Figure 1. Cell classes on the final placement (run 1).
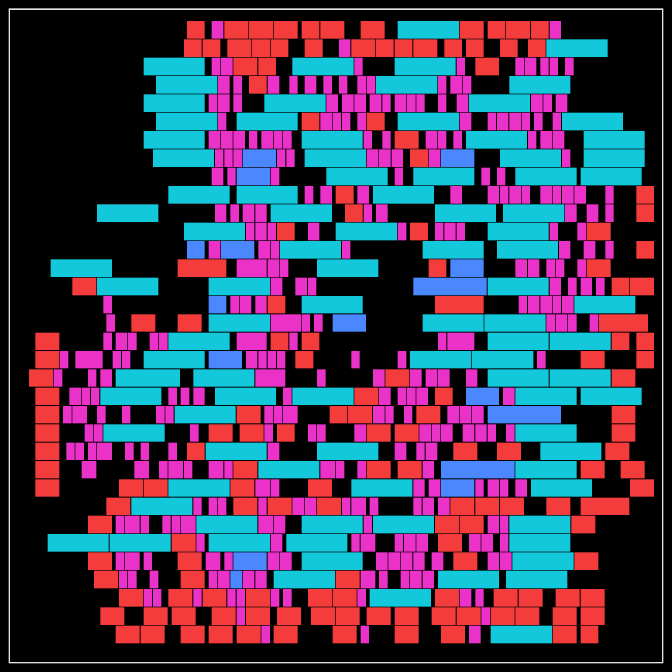
Figure 2. Routed clock nets over the placement (run 1).
The bar under the picture is 20 um long.
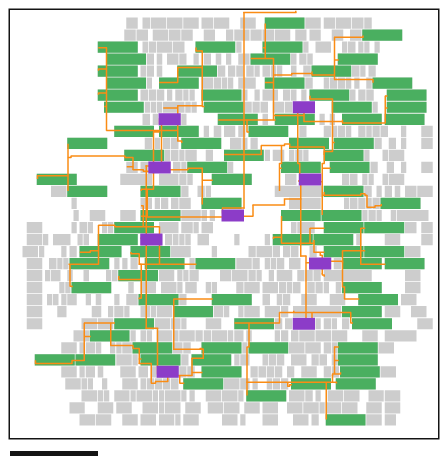
Figure 3. Selected gate families (run 1).
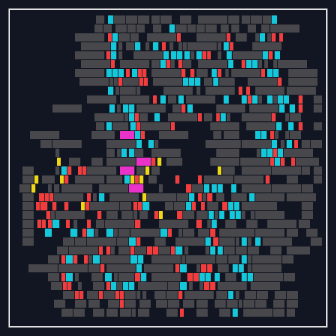
===== src/rtl/timer_arb.sv =====
// timer_arb
//   Shares the 16-bit bus port of one timer peripheral between NREQ hardware
//   requesters. Requests are granted round-robin and each one runs as an
//   uninterrupted sequence of timer bus cycles. 32-bit counter reads and
//   max-value writes are split into a low half followed by a high half, and
//   nothing from another requester can fall between them. Because the timer
//   latches the whole counter on the low read, a 32-bit read always returns
//   one coherent snapshot.
//
// Build option:
//   TIMER_ARB_FIXED_PRIO_EN - when defined, the lowest requesting index always
//                             wins and no round-robin pointer is built.
//
// Ports:
//   clk_i, rstn_i   clock, asynchronous active-low reset
//   req_i           per-requester request, held with payload until ack
//   we_i            per-requester write enable (1 = write, 0 = read)
//   addr_i          per-requester 2-bit address (00/01 pair, 10 status, 11 control)
//   wdata_i         per-requester 32-bit write data
//   ack_o           one-hot, one-cycle completion pulse
//   rdata_o         read data, valid in the ack cycle, held until the next ack
//   tmr_sel_o       timer select
//   tmr_read_o      timer read strobe
//   tmr_write_o     timer write strobe
//   tmr_addr_o      timer address
//   tmr_data_o      timer write data
//   tmr_data_i      timer read data, valid the cycle after the read strobe
module timer_arb #(
    parameter int NREQ = 2
) (
    input  logic                clk_i,
    input  logic                rstn_i,
    input  logic [NREQ-1:0]     req_i,
    input  logic [NREQ-1:0]     we_i,
    input  logic [2*NREQ-1:0]   addr_i,
    input  logic [32*NREQ-1:0]  wdata_i,
    output logic [NREQ-1:0]     ack_o,
    output logic [31:0]         rdata_o,
    output logic                tmr_sel_o,
    output logic                tmr_read_o,
    output logic                tmr_write_o,
    output logic [1:0]          tmr_addr_o,
    output logic [15:0]         tmr_data_o,
    input  logic [15:0]         tmr_data_i
);

    localparam int GW = (NREQ > 1) ? $clog2(NREQ) : 1;

    typedef enum logic [1:0] {IDLE, P0, P1, FIN} state_t;

    state_t          state_q, state_d;
    logic [GW-1:0]   grant_q, grant_d;
    logic            we_q, we_d;
    logic [1:0]      addr_q, addr_d;
    logic [31:0]     wdata_q, wdata_d;
    logic [15:0]     lo_q, lo_d;
    logic [31:0]     rdata_q, rdata_d;
    logic [NREQ-1:0] ack_q, ack_d;
    logic            sel_q, sel_d;
    logic            read_q, read_d;
    logic            write_q, write_d;
    logic [1:0]      taddr_q, taddr_d;
    logic [15:0]     tdata_q, tdata_d;
`ifndef TIMER_ARB_FIXED_PRIO_EN
    logic [GW-1:0]   ptr_q, ptr_d;
`endif

    int          pick;
    logic        pick_we;
    logic [1:0]  pick_addr;
    logic [31:0] pick_wdata;
    logic [31:0] fin_rdata;

    // Winner selection. Loops run from the least to the most preferred
    // candidate so the last assignment is the winner.
    always_comb begin : arbitrate
        pick = 0;
`ifdef TIMER_ARB_FIXED_PRIO_EN
        for (int i = NREQ - 1; i >= 0; i--) begin
            if (req_i[i]) pick = i;
        end
`else
        for (int k = NREQ; k >= 1; k--) begin
            if (req_i[(int'(ptr_q) + k) % NREQ]) pick = (int'(ptr_q) + k) % NREQ;
        end
`endif
    end

    always_comb begin : select_payload
        pick_we    = we_i[pick];
        pick_addr  = addr_i[2*pick +: 2];
        pick_wdata = wdata_i[32*pick +: 32];
    end

    // Read data presented during FIN. The high half (or the single-access
    // word) only arrives from the timer in this cycle, so it is passed
    // straight through and captured into rdata_q on the way out of FIN.
    always_comb begin : fin_data
        fin_rdata = 32'h0;
        if (!we_q) begin
            fin_rdata = addr_q[1] ? {16'h0, tmr_data_i} : {tmr_data_i, lo_q};
        end
    end

    // Next-state and next-output logic. Bus outputs are computed for the
    // state being entered so the registered strobes line up with P0/P1.
    always_comb begin : next_state
        state_d = state_q;
        grant_d = grant_q;
        we_d    = we_q;
        addr_d  = addr_q;
        wdata_d = wdata_q;
        lo_d    = lo_q;
        rdata_d = rdata_q;
        ack_d   = '0;
        sel_d   = 1'b0;
        read_d  = 1'b0;
        write_d = 1'b0;
        taddr_d = 2'b00;
        tdata_d = 16'h0;
`ifndef TIMER_ARB_FIXED_PRIO_EN
        ptr_d   = ptr_q;
`endif
        case (state_q)
            IDLE: begin
                if (|req_i) begin
                    grant_d = GW'(pick);
                    we_d    = pick_we;
                    addr_d  = pick_addr;
                    wdata_d = pick_wdata;
`ifndef TIMER_ARB_FIXED_PRIO_EN
                    ptr_d   = GW'(pick);
`endif
                    sel_d   = 1'b1;
                    read_d  = !pick_we;
                    write_d = pick_we;
                    taddr_d = pick_addr[1] ? pick_addr : 2'b00;
                    tdata_d = pick_wdata[15:0];
                    state_d = P0;
                end
            end
            P0: begin
                if (!addr_q[1]) begin
                    sel_d   = 1'b1;
                    read_d  = !we_q;
                    write_d = we_q;
                    taddr_d = 2'b01;
                    tdata_d = wdata_q[31:16];
                    state_d = P1;
                end else begin
                    ack_d[grant_q] = 1'b1;
                    state_d        = FIN;
                end
            end
            P1: begin
                lo_d           = we_q ? 16'h0 : tmr_data_i;
                ack_d[grant_q] = 1'b1;
                state_d        = FIN;
            end
            FIN: begin
                rdata_d = fin_rdata;
                state_d = IDLE;
            end
            default: state_d = IDLE;
        endcase
    end

    // All state and registered outputs; reset aborts any transaction.
    always_ff @(posedge clk_i or negedge rstn_i) begin
        if (!rstn_i) begin
            state_q <= IDLE;
            grant_q <= '0;
            we_q    <= 1'b0;
            addr_q  <= 2'b00;
            wdata_q <= 32'h0;
            lo_q    <= 16'h0;
            rdata_q <= 32'h0;
            ack_q   <= '0;
            sel_q   <= 1'b0;
            read_q  <= 1'b0;
            write_q <= 1'b0;
            taddr_q <= 2'b00;
            tdata_q <= 16'h0;
`ifndef TIMER_ARB_FIXED_PRIO_EN
            ptr_q   <= GW'(NREQ - 1);
`endif
        end else begin
            state_q <= state_d;
            grant_q <= grant_d;
            we_q    <= we_d;
            addr_q  <= addr_d;
            wdata_q <= wdata_d;
            lo_q    <= lo_d;
            rdata_q <= rdata_d;
            ack_q   <= ack_d;
            sel_q   <= sel_d;
            read_q  <= read_d;
            write_q <= write_d;
            taddr_q <= taddr_d;
            tdata_q <= tdata_d;
`ifndef TIMER_ARB_FIXED_PRIO_EN
            ptr_q   <= ptr_d;
`endif
        end
    end

    assign ack_o       = ack_q;
    assign rdata_o     = (state_q == FIN) ? fin_rdata : rdata_q;
    assign tmr_sel_o   = sel_q;
    assign tmr_read_o  = read_q;
    assign tmr_write_o = write_q;
    assign tmr_addr_o  = taddr_q;
    assign tmr_data_o  = tdata_q;

endmodule


===== config.mk =====
export PLATFORM = sky130hd
export DESIGN_NAME = timer_arb
export DESIGN_NICKNAME = d
export VERILOG_FILES = /design/src/rtl/timer_arb.sv
export SDC_FILE = /design/constraint.sdc
export NUM_CORES = 1
export LEC_CHECK = 0
export ABC_AREA = 1
export CORE_UTILIZATION = 44
export CTS_BUF_LIST = sky130_fd_sc_hd__clkbuf_8 sky130_fd_sc_hd__clkbuf_16
export DETAILED_ROUTE_END_ITERATION = 10
export PLACE_DENSITY = 0.89
export SYNTH_ARGS = -nofsm -noshare
export SYNTH_HDL_FRONTEND = slang
export SYNTH_SLANG_ARGS = --single-unit

===== constraint.sdc =====
create_clock -name clk_i -period 2.35 [get_ports clk_i]
set_input_delay 0.235 -clock clk_i [delete_from_list [all_inputs] [get_ports clk_i]]
set_output_delay 0.235 -clock clk_i [all_outputs]
set_load 0.03 [all_outputs]

==> impl_metrics.yaml, run 1 <==
# implementation run metrics
pwr:
  power_leader: "combinational cells"
  clockPowerShare: 0.157
  ir_worst_vdd_uv: 606
  internal_power_mw: 4.57
  p_leak_nw: 2.56
  p_seq_frac: 0.326
  p_sw_mw: 3.59
logic_synthesis:
  async_flop_share: 1.00
  syn_avg_cell_area_um2: 8.79
  yosysWarningCount: 0
  synth.net_count: 544
  yosysCellCount: 450
  ys_top_logic_family: "simple AND/OR/NAND/NOR gates"
  compound_area_frac: 0.159
  ys.flop_type: "dfrtp_1"
  common_cells: "nand2_1, dfrtp_1, o21ai_0, nor2_1"
  synthXorXnorAreaFrac: 0
  ys_sh_adder: 0.0127
  yosysTopAreaCellShare: 0.582
worst_setup_path:
  cp-endpoint: "rdata_o[0]"
  critPathLaunchType: "register"
  cpMaxStageDelayCell: "dfrtp_1"
  r2r_end: "tmr_data_o[14]"
  path_class: "reg2out"
  cp.depth: 7
  crit_top_cell: "o21ai_0"
  crit_start: "state_q[0]"
  r2r_cells: 7
  critPathBufInv: 3
final_layout:
  largestClassByArea: "registers"
  layout.area.comb_um2: 1440
  inverters: 12
  comb_share: 0.252
  clkCellAreaFrac: 0.0434
  flops: 93
  final_cell_mix: "clkdlybuf4s50_1, nand2_1, dfrtp_1"
  fin_util: 0.654
  nMultiInputCombCells: 317
  drive_above_1_share: 0.114
  antenna_cells: 0
  nFillCells: 659
drt:
  wl_met3_um: 548
  first_pass_iters: 5
  routed_wirelength_um: 11400
  post-route-drc-count: 0
  met2_length_um: 5830
timing:
  fin_crit_sh: 0.955
  rsz0062_at_grt: "no"
  fin_setup_tns_ns: 0
  worst_slack_ns: 0.105
  relSlewSlack: 0.637
  hold_viol: 0
  period_needed_ns: 2.24
floorplan:
  dieWidth_um: 96.8
  fp_util: 0.453
  num_rows: 34
clocking:
  cts-root-buf: "clkbuf_8"
  cts_setup_buffers: 0
  clkSlewWorstSetupHoldPaths_ns: 0.09
  cts_buffers: 9
  htree_levels: 3
  worstSkewPairLatency_ns: 0.36
outcome:
  status: "finished, final reports clean"
run:
  warning_count: 29
min_path:
  min_path_type: "in2async"
grt:
  grt_max_degree: 54
  met1_usage: 0.307
  met2_usage: 0.415
  grt_pass1_vias: 3694
  grt_pass1_wl_um: 18200
placed_design:
  placed_area_um2: 5430
  dp.cells: 685
  dp.final_hpwl_um: 8270
-- Figure 1 (at the start) --
sequential cells: marked cyan, cells 93, share of their area 42%. clock drivers and dummy loads: marked blue, cells 16, share of their area 4.4%. remaining buffers and delay cells: marked red, cells 157, share of their area 27%. combinational and other logic: marked magenta, cells 329, share of their area 27%.

-- Figure 2 (at the start) --
clock drivers: marked purple, count 9. flip-flops: marked green, count 93. clock wires: marked orange, length 977 um.
There are 10 routed clock nets. Position of the flops: all over the die.

-- Figure 3 (at the start) --
inv cells: marked yellow, cells 12, most used inv_1. aoi and oai cells: marked cyan, cells 122, most used o21ai_0. fa/ha/maj cells: marked magenta, cells 4, most used ha_1, where centre. nand cells: marked red, cells 119, most used nand2_1, where all over the die.

==> run 2, diff against run 1 <==
Settings changed: CELL_PAD_IN_SITES_DETAIL_PLACEMENT set to 0, CELL_PAD_IN_SITES_GLOBAL_PLACEMENT set to 1, CORE_UTILIZATION 44 to 35, PLACE_DENSITY 0.89 to 0.95.
Figure 4. Cell classes on the final placement (run 2).
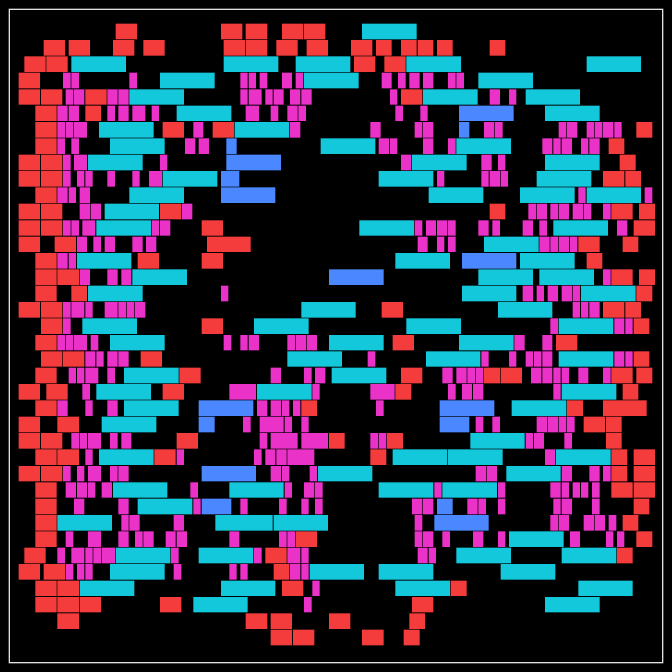
remaining buffers and delay cells: marked red, cells 155, share of their area 26%. combinational and other logic: marked magenta, cells 329, share of their area 27%. sequential cells: marked cyan, cells 93, share of their area 42%. clock drivers and dummy loads: marked blue, cells 16, share of their area 5.1%.

==> impl_metrics.yaml, run 2 <==
# implementation run metrics
worst_setup_path:
  path_class: "reg2out"
  r2r_end: "tmr_data_o[0]"
  cpMaxStageDelayCell: "o21ai_0"
  critPathLaunchType: "register"
  crit_start: "state_q[0]"
  r2r_cells: 7
  critPathBufInv: 1
  cp-endpoint: "rdata_o[23]"
final_layout:
  largestClassByArea: "registers"
  drive_above_1_share: 0.111
  nMultiInputCombCells: 317
  nFillCells: 1029
  flops: 93
  clkCellAreaFrac: 0.0499
  layout.area.comb_um2: 1440
  antenna_cells: 0
  comb_share: 0.251
outcome:
  status: "finished, final reports clean"
drt:
  first_pass_iters: 4
  routed_wirelength_um: 10900
  post-route-drc-count: 0
timing:
  fin_crit_sh: 0.948
  hold_viol: 0
  relSlewSlack: 0.603
  rsz0062_at_grt: "no"
  period_needed_ns: 2.23
logic_synthesis:
  ys_top_logic_family: "simple AND/OR/NAND/NOR gates"
  synthXorXnorAreaFrac: 0
  async_flop_share: 1.00
  yosysWarningCount: 0
  yosysCellCount: 450
  syn_avg_cell_area_um2: 8.79
  common_cells: "nand2_1, dfrtp_1, o21ai_0, nor2_1"
grt:
  grt_pass1_vias: 3505
  met2_usage: 0.313
  met1_usage: 0.247
  grt_pass1_wl_um: 17300
  grt_max_degree: 54
clocking:
  clkSlewWorstSetupHoldPaths_ns: 0.06
  cts-root-buf: "clkbuf_16"
  htree_levels: 3
  worstSkewPairLatency_ns: 0.34
  cts_setup_buffers: 0
floorplan:
  fp_util: 0.362
  num_rows: 38
placed_design:
  dp.cells: 716
min_path:
  min_path_type: "in2async"
pwr:
  clockPowerShare: 0.171
  p_seq_frac: 0.323
  power_leader: "combinational cells"
  ir_worst_vdd_uv: 725
  p_sw_mw: 3.58
run:
  warning_count: 29
Figure 5. Sequential cells coloured by netlist name (run 2).
Other sequential cells in the stronger grey, the rest of the logic in the fainter grey.
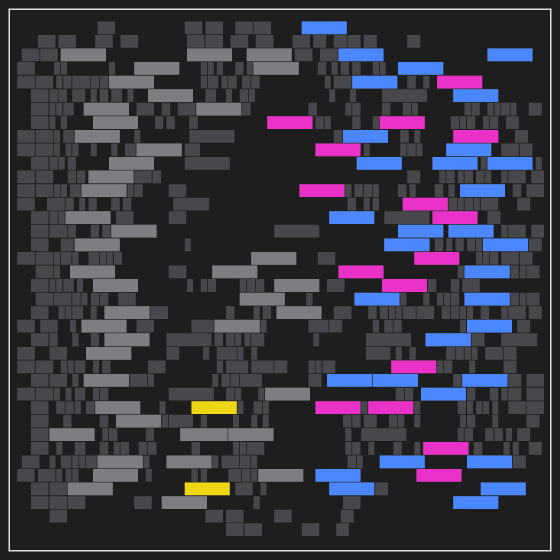
ack_o: marked yellow, placed flops 2. rdata_q: marked blue, placed flops 32. lo_q: marked magenta, placed flops 16.

==> run 3, diff against run 2 <==
Settings changed: REMOVE_ABC_BUFFERS set to 1.
Figure 6. Selected gate families (run 3).
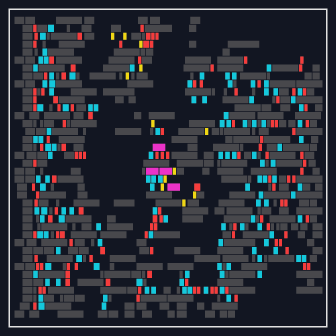
inv cells: marked yellow, cells 12, most used inv_1. nand cells: marked red, cells 119, most used nand2_1, where all over the die. aoi and oai cells: marked cyan, cells 122, most used o21ai_0, where all over the die. fa/ha/maj cells: marked magenta, cells 4, most used ha_1, where centre.

==> impl_metrics.yaml, run 3 <==
# implementation run metrics
outcome:
  status: "finished, final reports clean"
pwr:
  ir_worst_vdd_uv: 790
  seq_power_mw: 2.63
  p_seq_frac: 0.312
  p_leak_nw: 2.61
  clockPowerShare: 0.198
  power_leader: "combinational cells"
  p_sw_mw: 3.59
run:
  maxCapViolations: 0
  warning_count: 28
worst_setup_path:
  crit_family: "buffers and inverters"
  crit_start: "state_q[0]"
  cpMaxStageDelayCell: "dfrtp_1"
  critPathBufInv: 3
  cp-endpoint: "rdata_o[8]"
  r2r_cells: 7
  r2r_end: "tmr_data_o[14]"
  critPathLaunchType: "register"
  path_class: "reg2out"
final_layout:
  fin_nets: 683
  antenna_cells: 0
  largestClassByArea: "registers"
  clkCellAreaFrac: 0.0596
  comb_share: 0.248
  nFillCells: 1002
  layout.area.comb_um2: 1440
  buf_share: 0.254
  synthToLayoutAreaGrowth_pct: 47.0
  nMultiInputCombCells: 317
  drive_above_1_share: 0.114
  flops: 93
clocking:
  cts-root-buf: "clkbuf_16"
  cts_buffers: 9
  cts_tree: "done"
  cts_setup_buffers: 0
  clkSlewWorstSetupHoldPaths_ns: 0.07
  numClockSinks: 93
  hold_buffers: 1
  worstSkewPairLatency_ns: 0.34
  htree_levels: 3
logic_synthesis:
  syn_avg_cell_area_um2: 8.79
  ys.flop_type: "dfrtp_1"
  most_common_cell: "nand2_1"
  synthTopCellsByArea: "dfrtp_1, nand2_1, o21ai_0, nor2_1, a31oi_1"
  synthXorXnorAreaFrac: 0
  ys_top_logic_family: "simple AND/OR/NAND/NOR gates"
  ys_ff: 93
  common_cells: "nand2_1, dfrtp_1, o21ai_0, nor2_1"
  synth-edff-count: 0
  yosysTopAreaCellShare: 0.582
  async_flop_share: 1.00
  yosysWarningCount: 0
  yosysCellCount: 450
timing:
  worst_slack_ns: 0.260
  fin_crit_sh: 0.889
  relSlewSlack: 0.607
  drv_slew: 0
  rsz0062_at_grt: "no"
  period_needed_ns: 2.09
  hold_viol: 0
  setup_viol: 0
drt:
  post-route-drc-count: 0
  met2_length_um: 4980
  first_pass_iters: 4
  routed_wirelength_um: 11000
  drtAntennaViolNets: 0
  wl_met1_um: 4820
grt:
  grt_pass1_vias: 3655
  met2_usage: 0.323
  grt_pass1_wl_um: 17500
  grt_max_degree: 43
  met1_usage: 0.240
placed_design:
  io_buffers: 144
  gp_congestion: 0.834
  dp.cells: 716
  pre_cts_slack_ns: 0.473
floorplan:
  num_rows: 38
  fp.dieH_um: 108
  fp_util: 0.362
min_path:
  min_path_type: "in2async"
Figure 7. Sequential cells coloured by netlist name (run 3).
Other sequential cells in the stronger grey, the rest of the logic in the fainter grey.
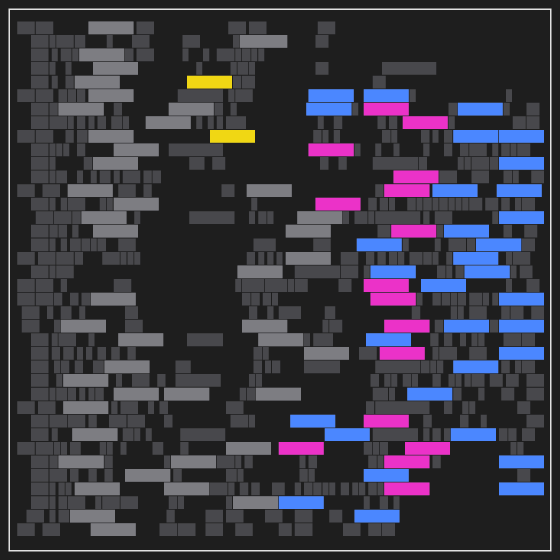
rdata_q: marked blue, placed flops 32. ack_o: marked yellow, placed flops 2. lo_q: marked magenta, placed flops 16.
Another 43 sequential cells are not coloured.


==> notes/layouts.md <==
Pictures saved along the way, in no particular order.

The clock network.
picture 1
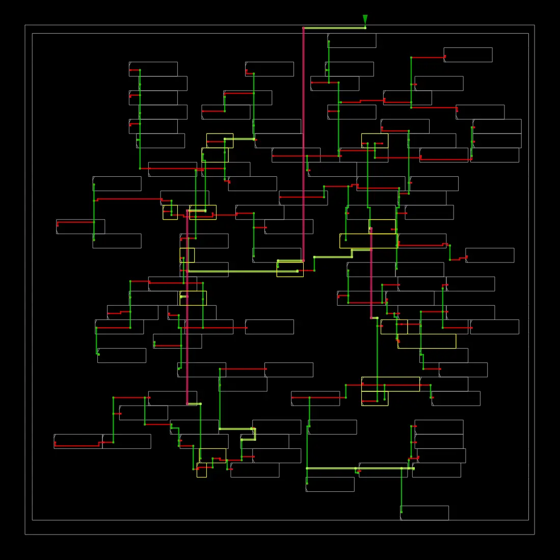
picture 2
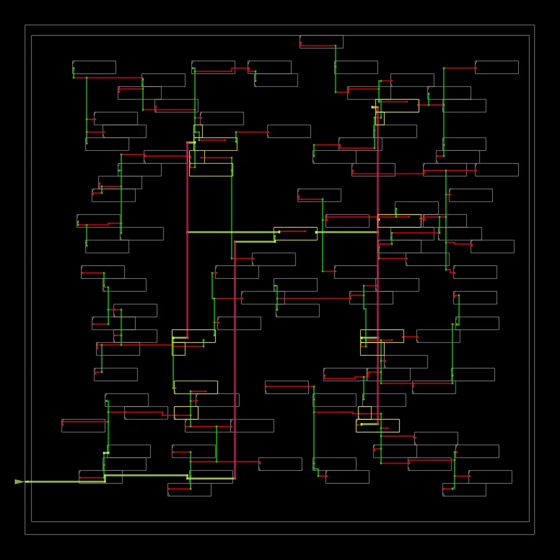
picture 3
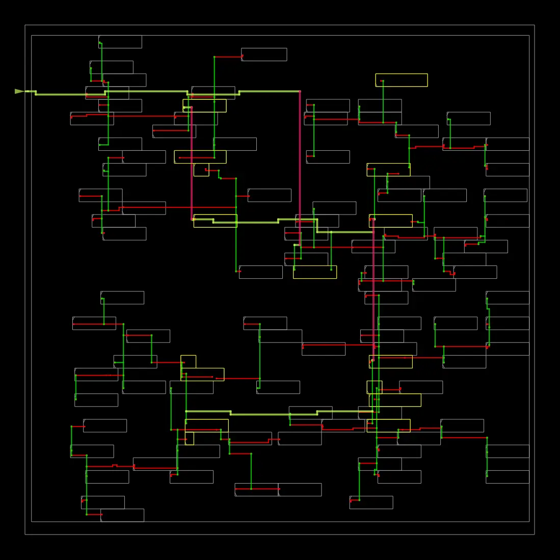
| from | picture |
|---|---|
| run 1 | picture 1 |
| run 3 | picture 3 |
| run 2 | picture 2 |

No activity file was given, so power comes from the tool's default toggle rates.
